File: config.mk
export PLATFORM = sky130hd
export DESIGN_NAME = serial_add_ctrl
export DESIGN_NICKNAME = d
export VERILOG_FILES = /design/src/rtl/serial_add_pkg.sv /design/src/rtl/serial_fa_cell.sv /design/src/rtl/serial_add_ctrl.sv
export SDC_FILE = /design/constraint.sdc
export NUM_CORES = 1
export LEC_CHECK = 0
export CAP_MARGIN = 20
export CORE_ASPECT_RATIO = 0.6
export CORE_UTILIZATION = 46
export CTS_CLUSTER_SIZE = 14
export DETAILED_ROUTE_END_ITERATION = 7
export PLACE_DENSITY = 0.77
export SLEW_MARGIN = 20
export SYNTH_ARGS = -nofsm -noshare
export SYNTH_HDL_FRONTEND = slang
export SYNTH_SLANG_ARGS = --single-unit
export TNS_END_PERCENT = 20
File: constraint.sdc
create_clock -name clk -period 1.4 [get_ports clk]
set_input_delay 0.21 -clock clk [delete_from_list [all_inputs] [get_ports clk]]
set_output_delay 0.21 -clock clk [all_outputs]
set_load 0.01 [all_outputs]
File: src/rtl/serial_add_pkg.sv
// ============================================================================
// Module   : serial_add_pkg
// Purpose  : Shared constants for the bit-serial adder controller: FSM state
//            encoding and the default operand width.
// Revision : 1.0 - initial release
// ============================================================================
`default_nettype none

package serial_add_pkg;

    // FSM state encoding (explicit 2-bit width)
    localparam logic [1:0] IDLE = 2'b00;
    localparam logic [1:0] RUN  = 2'b01;
    localparam logic [1:0] DONE = 2'b10;

    // Default operand / sum width
    localparam int SERIAL_ADD_WIDTH = 8;

endpackage : serial_add_pkg

`default_nettype wire

File: src/rtl/serial_fa_cell.sv
// ============================================================================
// Module   : serial_fa_cell
// Purpose  : Combinational 1-bit full adder built from an active-low 3-to-8
//            decoder. Each output is the NAND of the active-low minterm lines
//            it covers, which is the OR of the corresponding minterms.
// Revision : 1.0 - initial release
// ============================================================================
`default_nettype none

module serial_fa_cell (
    input  logic a,
    input  logic b,
    input  logic ci,
    output logic s,
    output logic co
);

    logic [2:0] w_sel;
    logic [7:0] w_dec_n;

    assign w_sel = {a, b, ci};

    // Active-low decoder: line i is driven low when the inputs encode i
    generate
        for (genvar i = 0; i < 8; i++) begin : g_dec
            assign w_dec_n[i] = (w_sel != 3'(i));
        end
    endgenerate

    // Sum covers minterms with an odd number of ones
    assign s  = ~(w_dec_n[1] & w_dec_n[2] & w_dec_n[4] & w_dec_n[7]);

    // Carry covers minterms with two or more ones
    assign co = ~(w_dec_n[3] & w_dec_n[5] & w_dec_n[6] & w_dec_n[7]);

endmodule : serial_fa_cell

`default_nettype wire

File: src/rtl/serial_add_ctrl.sv
// ============================================================================
// Module   : serial_add_ctrl
// Purpose  : Bit-serial adder controller. Accepts an operand pair over a
//            valid/ready handshake, adds one bit per clock (LSB first) through
//            a single shared full-adder cell, then presents the registered
//            sum and carry-out over a second valid/ready handshake.
//            Optional macro SERIAL_ADD_SUB_EN adds a 'sub' input that turns
//            the operation into a - b (co = 1 means no borrow).
// Revision : 1.0 - initial release
// ============================================================================
`default_nettype none

module serial_add_ctrl
    import serial_add_pkg::*;
#(
    parameter int WIDTH = SERIAL_ADD_WIDTH
) (
    input  logic             clk,
    input  logic             rst_n,
    input  logic             in_valid,
    output logic             in_ready,
    input  logic [WIDTH-1:0] a,
    input  logic [WIDTH-1:0] b,
    input  logic             ci,
`ifdef SERIAL_ADD_SUB_EN
    input  logic             sub,
`endif
    output logic             out_valid,
    input  logic             out_ready,
    output logic [WIDTH-1:0] sum,
    output logic             co,
    output logic             busy
);

    localparam int            CNT_W    = $clog2(WIDTH);
    localparam logic [CNT_W-1:0] CNT_LAST = CNT_W'(WIDTH - 1);

    logic [1:0]       state_q, state_d;
    logic [WIDTH-1:0] a_sh_q, a_sh_d;
    logic [WIDTH-1:0] b_sh_q, b_sh_d;
    logic             carry_q, carry_d;
    logic [CNT_W-1:0] cnt_q, cnt_d;
    // Holds the WIDTH-1 lower result bits; the final bit comes straight from the cell
    logic [WIDTH-2:0] res_q, res_d;
    logic [WIDTH-1:0] sum_q, sum_d;
    logic             co_q, co_d;

    logic             w_fa_s;
    logic             w_fa_co;
    logic             w_accept;
    logic             w_last;
    logic [WIDTH-1:0] w_b_cap;
    logic             w_carry_cap;

    // Shared full-adder cell working on the current LSBs and the running carry
    serial_fa_cell u_fa (
        .a  (a_sh_q[0]),
        .b  (b_sh_q[0]),
        .ci (carry_q),
        .s  (w_fa_s),
        .co (w_fa_co)
    );

    assign w_accept = in_valid && (state_q == IDLE);
    assign w_last   = (cnt_q == CNT_LAST);

`ifdef SERIAL_ADD_SUB_EN
    // Subtraction is a + ~b + 1; ci is ignored when sub is set
    assign w_b_cap     = sub ? ~b : b;
    assign w_carry_cap = sub ? 1'b1 : ci;
`else
    assign w_b_cap     = b;
    assign w_carry_cap = ci;
`endif

    // State register
    always_ff @(posedge clk or negedge rst_n) begin
        if (!rst_n) begin
            state_q <= IDLE;
        end else begin
            state_q <= state_d;
        end
    end

    // Next-state logic
    always_comb begin
        state_d = state_q;
        case (state_q)
            IDLE:    if (in_valid) state_d = RUN;
            RUN:     if (w_last)   state_d = DONE;
            DONE:    if (out_ready) state_d = IDLE;
            default: state_d = IDLE;
        endcase
    end

    // Handshake and status outputs, decoded from the state register only
    always_comb begin
        in_ready  = (state_q == IDLE);
        out_valid = (state_q == DONE);
        busy      = (state_q == RUN) || (state_q == DONE);
    end

    // Datapath next-value: capture on accept, shift one bit per RUN cycle
    always_comb begin
        a_sh_d  = a_sh_q;
        b_sh_d  = b_sh_q;
        carry_d = carry_q;
        cnt_d   = cnt_q;
        res_d   = res_q;
        sum_d   = sum_q;
        co_d    = co_q;
        if (w_accept) begin
            a_sh_d  = a;
            b_sh_d  = w_b_cap;
            carry_d = w_carry_cap;
            cnt_d   = '0;
        end else if (state_q == RUN) begin
            a_sh_d  = a_sh_q >> 1;
            b_sh_d  = b_sh_q >> 1;
            carry_d = w_fa_co;
            cnt_d   = cnt_q + CNT_W'(1);
            res_d   = (WIDTH-1)'({w_fa_s, res_q} >> 1);
            if (w_last) begin
                sum_d = {w_fa_s, res_q};
                co_d  = w_fa_co;
            end
        end
    end

    // Datapath registers
    always_ff @(posedge clk or negedge rst_n) begin
        if (!rst_n) begin
            a_sh_q  <= '0;
            b_sh_q  <= '0;
            carry_q <= 1'b0;
            cnt_q   <= '0;
            res_q   <= '0;
            sum_q   <= '0;
            co_q    <= 1'b0;
        end else begin
            a_sh_q  <= a_sh_d;
            b_sh_q  <= b_sh_d;
            carry_q <= carry_d;
            cnt_q   <= cnt_d;
            res_q   <= res_d;
            sum_q   <= sum_d;
            co_q    <= co_d;
        end
    end

    assign sum = sum_q;
    assign co  = co_q;

endmodule : serial_add_ctrl

`default_nettype wire

**Run 1: local utilization**

8 x 5 tiles, from white (low) to dark blue (high), 0 to 100% covered.
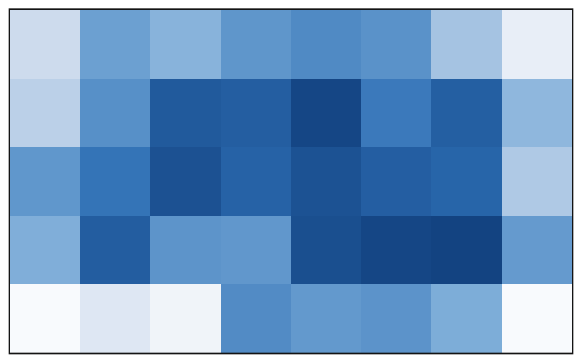
densest ninth of the die = center
mean over tiles = 57%
fullest tile = 93%
emptiest ninth of the die = south-west
tiles over 75% full = 33%

**Run 1: the metal 1 layer**

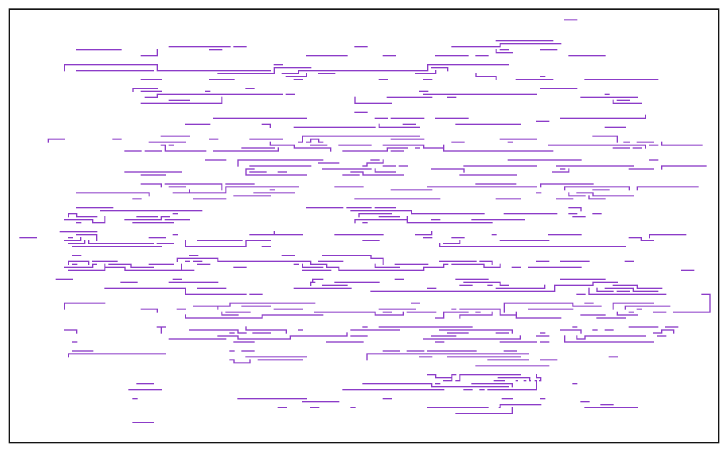
share of all routed wire = 47%
main direction = horizontal
nets with wire on the layer = 187
Total Wirelength: 3.46 mm
met1 track demand over resource in global routing: 23.9%

**Run 1: signal wires on met2**

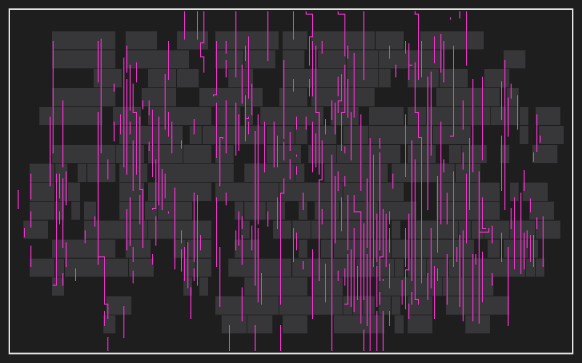
share of all routed wire = 48%
main direction = vertical
wire length on this layer = 1660 um
nets with wire on the layer = 172
via count: 1142
met2 track utilization from global routing: 30.6%

==> summary.rpt, run 1 <==
========================================================================================
Drt via density                                                                     5.03
Internal Pwr Total                                                               3.37 mW
Timing startpoint of the critical path                                          cnt_q[0]
Synth warn                                                                             0
Switching power of the nets                                                      1.69 mW
Cell count in the Yosys report                                                       136
Highest-delay cell along the critical path                                  sky130_fd_sc_hd__dfrtp_1
DRT antenna net count                                                                  0
TritonCTS sink count                                                                  38
Failing checks                                                              negative setup slack
Top Layout Cells                                                            sky130_fd_sc_hd__dfrtp_1 (38), sky130_fd_sc_hd__clkdlybuf4s50_1 (19), sky130_fd_sc_hd__nand2_1 (18)
Drt first pass iters                                                                   4
Number of buffers inserted during clock tree synthesis                                 5
Result of the run                                                           finished with violations
Diodes inserted                                                                        0
I/O pin count                                                                         33
Port Buffers                                                                          32
Clock Path Buffers                                                                     2
Switching fraction of total power                                                  33.4%
Overall track demand over capacity in global routing                               18.7%
Maximum ir drop on the vdd rail                                                  1.06 mV
Detailed route wirelength on metal3                                               131 um
Grt peak-use layer                                                                  met2
Initial antenna violation count                                                        0
Length in cells of the worst reg-to-reg path                                           6
Critical-path cell list                                                     ha_4 > ha_4 > inv_2 > a222oi_1 > buf_4 > mux2_4
Max Used Layer                                                                      met4
Power drawn by the clock network                                                0.899 mW
Met3 Resource Use GR                                                               5.61%
Overall chip area                                                              3970 um^2
Worst setup path category                                                   register to register
Maximum single-stage delay on the critical path                                  0.40 ns
Overflow after GRT                                                                     0
Hold WC Path Type                                                           primary input to async pin
Combinational family with the most area after synthesis                     multiplexers
Dominant cells by area after synthesis                                      sky130_fd_sc_hd__dfrtp_1 (56%), sky130_fd_sc_hd__mux2_2 (12%), sky130_fd_sc_hd__mux2i_1 (9.9%), sky130_fd_sc_hd__o21ai_0 (5.0%), sky130_fd_sc_hd__ha_1 (4.4%)
Startpoint class of the critical path                                           register
Proportion of layout cells with a drive suffix above 1                             29.1%
Final weighted congestion of routability-driven global placement                   0.742
Time the final worst path needs with I/O delays and setup                        1.66 ns
Clk network pwr share                                                              17.8%
Instance tally after logic synthesis                                                 136
Register share after synthesis                                                     55.6%
Warning total across the stage logs                                                   32
Fmax                                                                             602 MHz
Setup repair after global routing missed its margin                                  yes
Number of max-cap violations                                                           0
Final net count                                                                      209
DRC Markers                                                                            0
Max Clock Skew                                                                0.00429 ns
P_seq                                                                            1.90 mW
Number of H-tree branching levels                                                      2
Area growth from synthesis to final layout                                         36.6%
Yosys simple share                                                                 6.88%
Die X                                                                            80.7 um
Vias in the first global route                                                      1151
Endpoint type of the worst setup path                                           register
Most used logic cell in the final layout                                    sky130_fd_sc_hd__dfrtp_1
Post-Place Cell Area                                                           2100 um^2
Post-synthesis instance area                                                   1710 um^2
Post-detail-place hpwl                                                           2.28 mm
Area of the core                                                               3400 um^2
Post-place setup slack                                                         -0.279 ns
Wire length of the first global-routing pass                                     5.43 mm
CP endpoint                                                                   state_q[0]
Violation count after the first detailed-route iteration                              47
Clk ins delay skew pair                                                          0.28 ns
Avg WL per Cell                                                                  15.2 um
Nets at Floorplan                                                                    164
Reg-to-reg startpoint                                                           cnt_q[0]
Power density cells                                                         2160 nW/um^2
Complex Gates by Area                                                              5.56%
Top pwr grp                                                                 combinational cells
End of the worst register-to-register path                                    state_q[0]
Post-Place Cells                                                                     213
Relative slew margins                                                              68.2%
Smallest setup slack after layout                                              -0.260 ns
Wire length on met1                                                              1.62 mm
Yosys stat area                                                                1710 um^2
Clock tree from TritonCTS                                                            yes
Total power draw                                                                 5.05 mW
Portion of the clock cycle consumed by the worst path in the final layout           119%
Worst Tran Pin Value                                                            0.476 ns
Fa+ha+maj area frac                                                                5.56%
Final max-slew violation count                                                         0
Post-route insts no fill                                                             227
Utilization of the core after routing                                              68.7%
Multiplexer share                                                                  21.8%
Arr. time, crit path                                                             1.83 ns
Power in combinational cells                                                     2.25 mW
Reg power frac                                                                     37.7%
Final tally of setup violations                                                       15
Required @ worst endpoint                                                        1.57 ns
Core Density at Floorplan                                                          50.3%
Buffer cell driving the clock tree root                                     sky130_fd_sc_hd__clkbuf_8
Clock transition at the registers of the reported paths                          0.07 ns
========================================================================================
==> run 1: cell usage after synthesis <==
cell,number
sky130_fd_sc_hd__o21ai_0,17
sky130_fd_sc_hd__dfrtp_1,38
sky130_fd_sc_hd__buf_2,2
sky130_fd_sc_hd__nand2b_1,2
sky130_fd_sc_hd__nor2_1,3
sky130_fd_sc_hd__mux2i_1,17
sky130_fd_sc_hd__xnor2_1,1
sky130_fd_sc_hd__and2_1,1
sky130_fd_sc_hd__nor2_8,1
sky130_fd_sc_hd__nand2_1,18
sky130_fd_sc_hd__clkbuf_1,1
sky130_fd_sc_hd__buf_4,2
sky130_fd_sc_hd__buf_6,2
sky130_fd_sc_hd__a222oi_1,1
sky130_fd_sc_hd__fa_1,1
sky130_fd_sc_hd__mux2_2,18
sky130_fd_sc_hd__ha_1,6
sky130_fd_sc_hd__inv_1,5
==> run 1: timing repair <==
action | 4_1_cts | 5_1_grt
buffers inserted | 5 | 0
hold buffers | 1 | 0
cloned | 0 | 0
hold endpoints to repair | 20 | 0
gates resized | 25 | 16
pin swaps | 5 | 3
setup endpoints to repair | 43 | 45
==> run 1: cell type report <==
class,count,area (um^2)
multi-input cells,86,759
fillers,236,1070
clock inverters,3,40.0
repair buffers,45,443
well taps,45,56.3
flip-flops and latches,38,951
clock buffers,5,68.8
inverters,5,18.8
==> run 1: worst max-delay path, delay by kind of cell (launching register included) <==
family          cells  cell delay [ns]
buf+inv             2             0.22
fa+ha+maj           2             0.29
compound gates      1             0.34
flops               1             0.40
mux                 1             0.30
==> run 1: registers in the layout, summed over array words and instances, names as in the netlist <==
| name | count |
|---|---|
| a_sh_q | 8 |
| b_sh_q | 8 |
| carry_q | 1 |
| cnt_q | 3 |
| co | 1 |
| res_q | 7 |
| state_q | 2 |
| sum | 8 |
==> run 1 -> run 2 <==
--- a/config.mk
+++ b/config.mk
@@ -7,10 +7,10 @@
 export LEC_CHECK = 0
 export CAP_MARGIN = 20
 export CORE_ASPECT_RATIO = 0.6
-export CORE_UTILIZATION = 46
+export CORE_UTILIZATION = 50
 export CTS_CLUSTER_SIZE = 14
 export DETAILED_ROUTE_END_ITERATION = 7
-export PLACE_DENSITY = 0.77
+export PLACE_DENSITY = 0.79
 export SLEW_MARGIN = 20
 export SYNTH_ARGS = -nofsm -noshare
 export SYNTH_HDL_FRONTEND = slang
==> constraint.sdc (replaced) <==
create_clock -name clk -period 2 [get_ports clk]
set_input_delay 0.3 -clock clk [delete_from_list [all_inputs] [get_ports clk]]
set_output_delay 0.3 -clock clk [all_outputs]
set_load 0.01 [all_outputs]
**Run 2: cell placement**

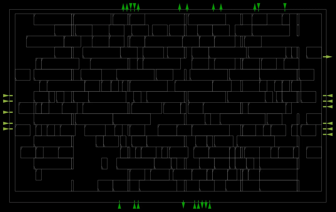
total number of sequential cells: 38
area of the core: 3260 um^2

**Run 2: sequential cells grouped by signal name**

Other sequential cells in the stronger gray, the rest of the logic in the fainter gray.
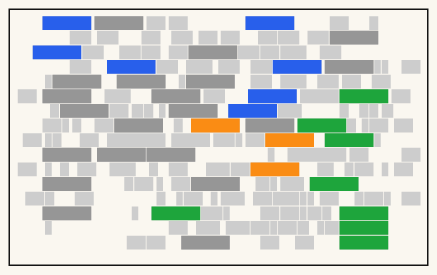
res_q -> blue  # placed flops 7
cnt_q -> orange  # placed flops 3
a_sh_q -> green  # placed flops 8
not colored = 20
P_seq: 1.31 mW
utilization of the core after routing: 67.3%
share of the final layout cell area in sequential cells: 43.3%
register area: 951 um^2

==> run 2 against run 1 <==
Effect of this change:
- the run now ends clean
- sequential power is 31% lower
- wire length fell by 14%
- synthesized cell count unchanged
- setup slack better by 0.39 ns
- design area fell by 6.0%
- global-route usage fell by 0.15 points
- sequential cell count stayed put
- critical path depth fell by 3
- count of clock-buffer cells in the layout up 1
==> summary.rpt, run 2 <==
========================================================================================
Multiplexer share                                                                  21.8%   unchanged
Number of buffers and inverters on the critical path                                   2   unchanged
Yosys simple share                                                                 6.88%   unchanged
Post-synthesis instance area                                                   1710 um^2   unchanged
Dominant cells by area after synthesis                                      sky130_fd_sc_hd__dfrtp_1 (56%), sky130_fd_sc_hd__mux2_2 (12%), sky130_fd_sc_hd__mux2i_1 (9.9%), sky130_fd_sc_hd__o21ai_0 (5.0%), sky130_fd_sc_hd__ha_1 (4.4%)   unchanged
Setup repair after global routing missed its margin                                   no   was yes
Drt first pass iters                                                                   4   unchanged
Switching fraction of total power                                                  31.0%   was 33.4%
Max Clock Skew                                                                0.00531 ns   was 0.00429 ns
Cell resize tally after clock tree synthesis                                           0   was 25
Core Density at Floorplan                                                          52.4%   was 50.3%
Overall track demand over capacity in global routing                               18.5%   was 18.7%
Port Buffers                                                                          32   unchanged
Area growth from synthesis to final layout                                         28.4%   was 36.6%
Synth warn                                                                             0   unchanged
Vias in the first global route                                                      1067   was 1151
Number of synthesized flops with an enable pin                                         0   unchanged
Buffer cell driving the clock tree root                                     sky130_fd_sc_hd__clkbuf_8   unchanged
Most instantiated library cell after synthesis                              sky130_fd_sc_hd__dfrtp_1   unchanged
Power density cells                                                         1540 nW/um^2   was 2160 nW/um^2
Via count                                                                           1100   was 1142
Initial antenna violation count                                                        0   unchanged
Time the final worst path needs with I/O delays and setup                        1.88 ns
Result of the run                                                              completed   was finished with violations
Number of H-tree branching levels                                                      2   unchanged
Clk network pwr share                                                              23.4%   was 17.8%
Complex Gates by Area                                                              5.56%   unchanged
Instance tally after logic synthesis                                                 136   unchanged
Most used logic cell in the final layout                                    sky130_fd_sc_hd__dfrtp_1   unchanged
Clock Path Buffers                                                                     2   unchanged
Number of max-cap violations                                                           0   unchanged
Violation count after the first detailed-route iteration                              68   was 47
Cell count in the Yosys report                                                       136   unchanged
Final weighted congestion of routability-driven global placement                   0.733   was 0.742
Avg WL per Cell                                                                  13.8 um   was 15.2 um
Maximum single-stage delay on the critical path                                  0.53 ns   was 0.40 ns
Required @ worst endpoint                                                        1.70 ns   was 1.57 ns
Clk ins delay skew pair                                                          0.29 ns   was 0.28 ns
Switching power of the nets                                                      1.05 mW   was 1.69 mW
Final tally of setup violations                                                        0   was 15
Diodes inserted                                                                        0   unchanged
Reg power frac                                                                     38.8%   was 37.7%
Family with the most delay on the worst path                                buffers and inverters   was flip-flops
Logic pwr share                                                                    37.8%   was 44.6%
Maximum ir drop on the vdd rail                                                 0.710 mV   was 1.06 mV
Die X                                                                            77.5 um   was 80.7 um
Endpoint type of the worst setup path                                         output pin   was register
Register share after synthesis                                                     55.6%   unchanged
Combinational family with the most area after synthesis                     multiplexers   unchanged
Clock tree from TritonCTS                                                            yes   unchanged
Final net count                                                                      199   was 209
Portion of the clock cycle consumed by the worst path in the final layout          93.8%
Wire length of the first global-routing pass                                     4.88 mm   was 5.43 mm
Total Wirelength                                                                 2.99 mm   was 3.46 mm
Final max-slew violation count                                                         0   unchanged
Warning total across the stage logs                                                   29   was 32
Critical-path cell list                                                     inv_1 > ha_1 > clkdlybuf4s50_1   was ha_4 > ha_4 > inv_2 > a222oi_1 > buf_4 > mux2_4
Post-detail-place hpwl                                                           2.02 mm   was 2.28 mm
Arr. time, crit path                                                             1.58 ns   was 1.83 ns
Hold WC Path Type                                                           primary input to async pin   unchanged
Top Layout Cells                                                            sky130_fd_sc_hd__dfrtp_1 (38), sky130_fd_sc_hd__clkdlybuf4s50_1 (31), sky130_fd_sc_hd__nand2_1 (18), sky130_fd_sc_hd__mux2_2 (18)   was sky130_fd_sc_hd__dfrtp_1 (38), sky130_fd_sc_hd__clkdlybuf4s50_1 (19), sky130_fd_sc_hd__nand2_1 (18)
Fmax                                                                             533 MHz
Proportion of layout cells with a drive suffix above 1                             18.0%   was 29.1%
Clock transition at the registers of the reported paths                          0.07 ns   about the same
Sum of negative setup slack                                                         0 ns   was -2.06 ns
Die height                                                                       47.3 um   was 49.2 um
Relative slew margins                                                              44.5%   was 68.2%
Overall chip area                                                              3670 um^2   was 3970 um^2
Internal Pwr Total                                                               2.34 mW   was 3.37 mW
Hold-fix buffers, CTS                                                                  0   was 1
TritonCTS sink count                                                                  38   unchanged
I/O pin count                                                                         33   unchanged
Post-synth top cells                                                        sky130_fd_sc_hd__dfrtp_1 (38), sky130_fd_sc_hd__mux2_2 (18), sky130_fd_sc_hd__nand2_1 (18), sky130_fd_sc_hd__mux2i_1 (17), sky130_fd_sc_hd__o21ai_0 (17)   unchanged
DRC Markers                                                                            0   unchanged
Highest-delay cell along the critical path                                  sky130_fd_sc_hd__clkdlybuf4s50_1   was sky130_fd_sc_hd__dfrtp_1
Length in cells of the worst reg-to-reg path                                           4   was 6
Startpoint class of the critical path                                           register   unchanged
Yosys stat area                                                                1710 um^2   unchanged
Total power draw                                                                 3.39 mW   was 5.05 mW
Leak                                                                            0.990 nW   was 1.16 nW
Reg-to-reg startpoint                                                         state_q[1]   was cnt_q[0]
DRT antenna net count                                                                  0   unchanged
Number of buffers inserted during clock tree synthesis                                 5   unchanged
Worst Tran Pin Value                                                            0.833 ns   was 0.476 ns
Fa+ha+maj area frac                                                                5.56%   unchanged
Overflow after GRT                                                                     0   unchanged
Number of buffers inserted to repair setup after CTS                                   0   was 5
Drt via density                                                                     5.07   was 5.03
Worst setup path category                                                   register to output pin   was register to register
========================================================================================
**Run 2: signal wires on met2**

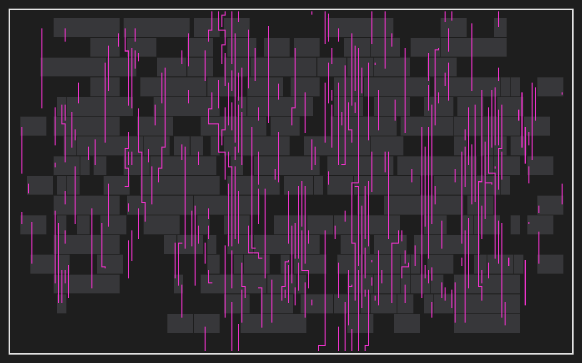
wire length on this layer = 1410 um
main direction = vertical
nets with wire on the layer = 163
longest straight run = 23.5 um

-- run 2: cell counts after synthesis --
Identical to the previous run, type by type.
-- run 2: power groups by stage --
| stage | sequential, mW | clock, mW | combinational [mW] |
|---|---|---|---|
| final | 1.31 | 0.792 | 1.28 |
| after global routing | 1.36 | 0.839 | 1.43 |
| after CTS | 1.32 | 0.810 | 1.30 |
| after detailed placement | 1.33 | 0 | 1.28 |
| after global placement | 1.31 | 0 | 1.20 |
| after floorplan | 1.29 | 0 | 0.914 |
-- run 2: layer usage --
layer | share of wire, % | vias up | global-route usage [%]
met5 | 0 | - | 0
met4 | 0.90 | 0 | 7.92
met3 | 3.8 | 3 | 5.44
met2 | 47 | 21 | 32.4
met1 | 48 | 542 | 22.5
li1 | - | 534 | -
-- run 2: area by class of cell --
class	count	area, um^2
fill	246	1070
inverter	5	18.8
timing repair buffer	35	338
multi-input combinational	86	689
tap	45	56.3
clock inverter	2	60.1
sequential	38	951
clock buffer	6	82.6
-- run 2: metrics by stage --
step | area, um^2 | hold slack [ns] | cells | worst slack, ns
2_1_floorplan | 1710 | 0.00441 | 136 | 0.404
3_3_place_gp | 2050 | 0.428 | 209 | 0.309
3_5_place_dp | 2050 | 0.444 | 209 | 0.234
4_1_cts | 2200 | 0.128 | 217 | 0.118
5_1_grt | 2200 | 0.164 | 217 | 0.0642
6_report | 2200 | 0.109 | 217 | 0.125
-- run 2: worst max-delay path by stage --
| stage | startpoint | to | depth (start not counted) |
|---|---|---|---|
| floorplan | state_q[0] | co | 6 |
| global placement | out_ready | state_q[0] | 4 |
| detailed placement | out_ready | state_q[1] | 4 |
| CTS | state_q[0] | busy | 3 |
| global route | state_q[1] | busy | 3 |
| finish | state_q[1] | busy | 3 |
==> run 2 -> run 3 <==
--- a/config.mk
+++ b/config.mk
@@ -6,7 +6,7 @@
 export NUM_CORES = 1
 export LEC_CHECK = 0
 export CAP_MARGIN = 20
-export CORE_ASPECT_RATIO = 0.6
+export CORE_ASPECT_RATIO = 0.5
 export CORE_UTILIZATION = 50
 export CTS_CLUSTER_SIZE = 14
 export DETAILED_ROUTE_END_ITERATION = 7
**Run 3: cell placement**

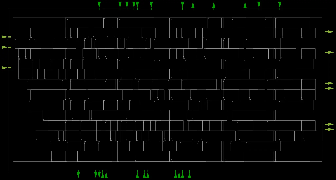
utilization of the core after routing: 68.6%
post-route insts no fill: 212
fill count: 243

**Run 3: gate families picked out**

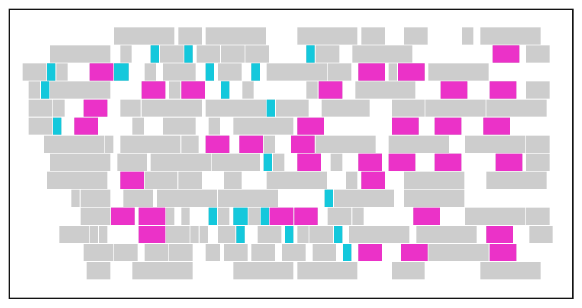
multiplexers -> magenta  # cells 35, most used mux2_2
NAND gates -> cyan  # cells 20, most used nand2_1

==> run 3 against run 2 <==
Effect of this change:
- final cell count decreased by 2.3%
- synthesized cell count unchanged
- first-iteration DRC count down 57%
- design area is 2.6% lower
- global-route usage shrank 0.62 points
- area after synthesis stayed put
- hold slack got worse by 0.0020 ns
- core utilization rose by 1.3 points
- wire length down 7.3%
- sequential power is essentially flat
==> summary.rpt, run 3 <==
========================================================================================
Number of max-cap violations                                                           0   unchanged
Number of buffers inserted to repair setup after CTS                                   0   unchanged
Buffer cell driving the clock tree root                                     sky130_fd_sc_hd__clkbuf_8   unchanged
Clock transition at the registers of the reported paths                          0.07 ns   about the same
Minimum setup slack among reg-to-reg paths                                       0.35 ns   was 0.26 ns
Reg-to-reg startpoint                                                         state_q[1]   unchanged
Clk ins delay skew pair                                                          0.28 ns   was 0.29 ns
Clk network pwr share                                                              17.3%   was 23.4%
Wire length of the first global-routing pass                                     4.86 mm   was 4.88 mm
Portion of the clock cycle consumed by the worst path in the final layout          92.5%   was 93.8%
Proportion of layout cells with a drive suffix above 1                             17.4%   was 18.0%
Number of synthesized flops with an enable pin                                         0   unchanged
Via count                                                                           1072   was 1100
Drt first pass iters                                                                   5   was 4
Reg power frac                                                                     42.5%   was 38.8%
Total Wirelength                                                                 2.77 mm   was 2.99 mm
Highest-delay cell along the critical path                                  sky130_fd_sc_hd__clkdlybuf4s50_1   unchanged
Area growth from synthesis to final layout                                         25.0%   was 28.4%
Avg WL per Cell                                                                  13.1 um   was 13.8 um
Internal Pwr Total                                                               2.08 mW   was 2.34 mW
Top Layout Cells                                                            sky130_fd_sc_hd__dfrtp_1 (38), sky130_fd_sc_hd__clkdlybuf4s50_1 (31), sky130_fd_sc_hd__nand2_1 (18), sky130_fd_sc_hd__mux2_2 (18)   unchanged
Top pwr grp                                                                 sequential cells   unchanged
Endpoints failing hold                                                                 0   unchanged
P_seq                                                                            1.32 mW   was 1.31 mW
Total power draw                                                                 3.10 mW   was 3.39 mW
Share of flip-flops with an asynchronous set or reset after synthesis               100%   unchanged
Final max-slew violation count                                                         0   unchanged
I/O pin count                                                                         33   unchanged
Die X                                                                            84.7 um   was 77.5 um
Register bit count reported by yosys                                                  38   unchanged
Family with the most delay on the worst path                                buffers and inverters   unchanged
Number of buffers inserted during clock tree synthesis                                 5   unchanged
Maximum ir drop on the vdd rail                                                 0.674 mV   was 0.710 mV
Mean post-synth cell area                                                      12.6 um^2   unchanged
Leading register cell type out of synthesis                                 sky130_fd_sc_hd__dfrtp_1   unchanged
Yosys stat area                                                                1710 um^2   unchanged
Worst hold margin                                                               0.107 ns   was 0.109 ns
Final weighted congestion of routability-driven global placement                   0.740   was 0.733
End of the worst register-to-register path                                    state_q[1]   unchanged
DRT antenna net count                                                                  0   unchanged
Switching fraction of total power                                                  32.9%   was 31.0%
Switching power of the nets                                                      1.02 mW   was 1.05 mW
Most instantiated library cell after synthesis                              sky130_fd_sc_hd__dfrtp_1   unchanged
Instance tally after logic synthesis                                                 136   unchanged
Synth warn                                                                             0   unchanged
Number of buffers and inverters on the critical path                                   2   unchanged
Nets at Floorplan                                                                    164   unchanged
Port Buffers                                                                          32   unchanged
DRC Markers                                                                            0   unchanged
Max Fanout on Critical Path                                                            3   unchanged
Post-synthesis cell type count                                                        18   unchanged
Result of the run                                                              completed   unchanged
Post-synth top cells                                                        sky130_fd_sc_hd__dfrtp_1 (38), sky130_fd_sc_hd__mux2_2 (18), sky130_fd_sc_hd__nand2_1 (18), sky130_fd_sc_hd__mux2i_1 (17), sky130_fd_sc_hd__o21ai_0 (17)   unchanged
Dominant cells by area after synthesis                                      sky130_fd_sc_hd__dfrtp_1 (56%), sky130_fd_sc_hd__mux2_2 (12%), sky130_fd_sc_hd__mux2i_1 (9.9%), sky130_fd_sc_hd__o21ai_0 (5.0%), sky130_fd_sc_hd__ha_1 (4.4%)   unchanged
Overall chip area                                                              3670 um^2   about the same
Drt via density                                                                     5.06   was 5.07
Power in combinational cells                                                     1.25 mW   was 1.28 mW
Logic pwr share                                                                    40.2%   was 37.8%
Relative slew margins                                                              44.7%   was 44.5%
Arr. time, crit path                                                             1.55 ns   was 1.58 ns
Register share after synthesis                                                     55.6%   unchanged
Time the final worst path needs with I/O delays and setup                        1.85 ns   was 1.88 ns
Most used logic cell in the final layout                                    sky130_fd_sc_hd__dfrtp_1   unchanged
Cell resize tally after clock tree synthesis                                           0   unchanged
Post-synthesis instance area                                                   1710 um^2   unchanged
Clock Path Buffers                                                                     2   unchanged
Maximum single-stage delay on the critical path                                  0.52 ns   was 0.53 ns
Length in cells of the worst reg-to-reg path                                           4   unchanged
Worst setup path category                                                   register to output pin   unchanged
Warning total across the stage logs                                                   29   unchanged
Power drawn by the clock network                                                0.537 mW   was 0.792 mW
Worst Tran Pin Value                                                            0.829 ns   was 0.833 ns
Max-area cell share                                                                55.6%   unchanged
Diodes inserted                                                                        0   unchanged
Core Density at Floorplan                                                          54.9%   was 52.4%
Setup repair after global routing missed its margin                                   no   unchanged
Endpoint type of the worst setup path                                         output pin   unchanged
Clock tree from TritonCTS                                                            yes   unchanged
Sum of negative setup slack                                                         0 ns   unchanged
Largest net degree at the start of global routing                                     39   unchanged
Max Clock Skew                                                                0.00435 ns   was 0.00531 ns
Hold-fix buffers, CTS                                                                  0   unchanged
Area of the core                                                               3120 um^2   was 3260 um^2
Cell type with the highest aggregate area in the netlist                    sky130_fd_sc_hd__dfrtp_1   unchanged
Power density cells                                                         1450 nW/um^2   was 1540 nW/um^2
FP Rows                                                                               14   was 16
Required @ worst endpoint                                                        1.70 ns   about the same
Startpoint class of the critical path                                           register   unchanged
Hold WC Path Type                                                           primary input to async pin   unchanged
Cell count in the Yosys report                                                       136   unchanged
Leak                                                                            0.966 nW   was 0.990 nW
Violation count after the first detailed-route iteration                              29   was 68
Overflow after GRT                                                                     0   unchanged
Initial antenna violation count                                                        0   unchanged
Critical-path cell list                                                     inv_1 > ha_1 > clkdlybuf4s50_1   unchanged
Final tally of setup violations                                                        0   unchanged
Final net count                                                                      199   unchanged
Overall track demand over capacity in global routing                               17.9%   was 18.5%
Vias in the first global route                                                      1083   was 1067
TritonCTS sink count                                                                  38   unchanged
Fmax                                                                             541 MHz   was 533 MHz
Die height                                                                       43.4 um   was 47.3 um
Post-detail-place hpwl                                                           1.95 mm   was 2.02 mm
Number of H-tree branching levels                                                      2   unchanged
========================================================================================
**Run 3: sequential cells grouped by signal name**

Other sequential cells in the stronger gray, the rest of the logic in the fainter gray.
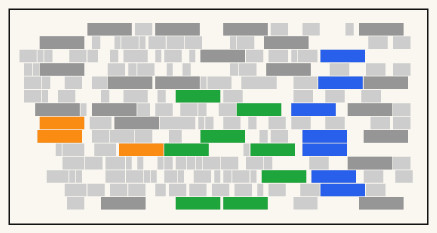
a_sh_q -> green  # placed flops 8
res_q -> blue  # placed flops 7
cnt_q -> orange  # placed flops 3
not colored = 20

[run 3: final cells by class]
type	instances	area [um^2]	share of cell area, %
inverters	5	18.8	0.878
repair buffers	35	338	15.8
flip-flops and latches	38	951	44.5
multi-input cells	86	689	32.2
clock buffers	7	86.3	4.04
clock inverters	1	5.00	0.234
well taps	40	50.0	2.34
[run 3: cell families (layout without fill, tap and decap cells)]
kind of cell / count (synthesis) / after routing / synth area share (%)
fa+ha+maj: 7 / 7 / 5.56
simple gates: 25 / 25 / 6.88
mux: 35 / 35 / 21.8
buf+inv: 12 / 48 / 4.10
flops: 38 / 38 / 55.6
compound gates: 18 / 18 / 5.56
xor+xnor: 1 / 1 / 0.512
[run 3: worst max path at each step]
stage               start          to  slack, ns  depth (start not counted)
2_1_floorplan  state_q[0]          co       0.40                          6
3_3_place_gp    out_ready  state_q[0]       0.33                          4
3_5_place_dp    out_ready  state_q[1]       0.29                          4
4_1_cts        state_q[1]        busy       0.13                          3
5_1_grt        state_q[0]    in_ready       0.05                          3
6_report       state_q[1]        busy       0.15                          3
[run 3: through the flow]
stage / worst slack (ns) / std cells / cell area [um^2]
after floorplan: 0.404 / 136 / 1710
after CTS: 0.129 / 212 / 2140
after detailed placement: 0.293 / 204 / 2050
after global placement: 0.331 / 204 / 2050
after global routing: 0.0536 / 212 / 2140
final: 0.151 / 212 / 2140
[run 3: layer usage]
layer | track usage, % | wire (um) | vias to the layer above
li1 | - | - | 532
met1 | 21.4 | 1320 | 521
met2 | 31.2 | 1340 | 17
met3 | 5.71 | 89 | 2
met4 | 7.12 | 22 | 0
met5 | 0 | 0 | -
Power is estimated from default activity; no workload was simulated.
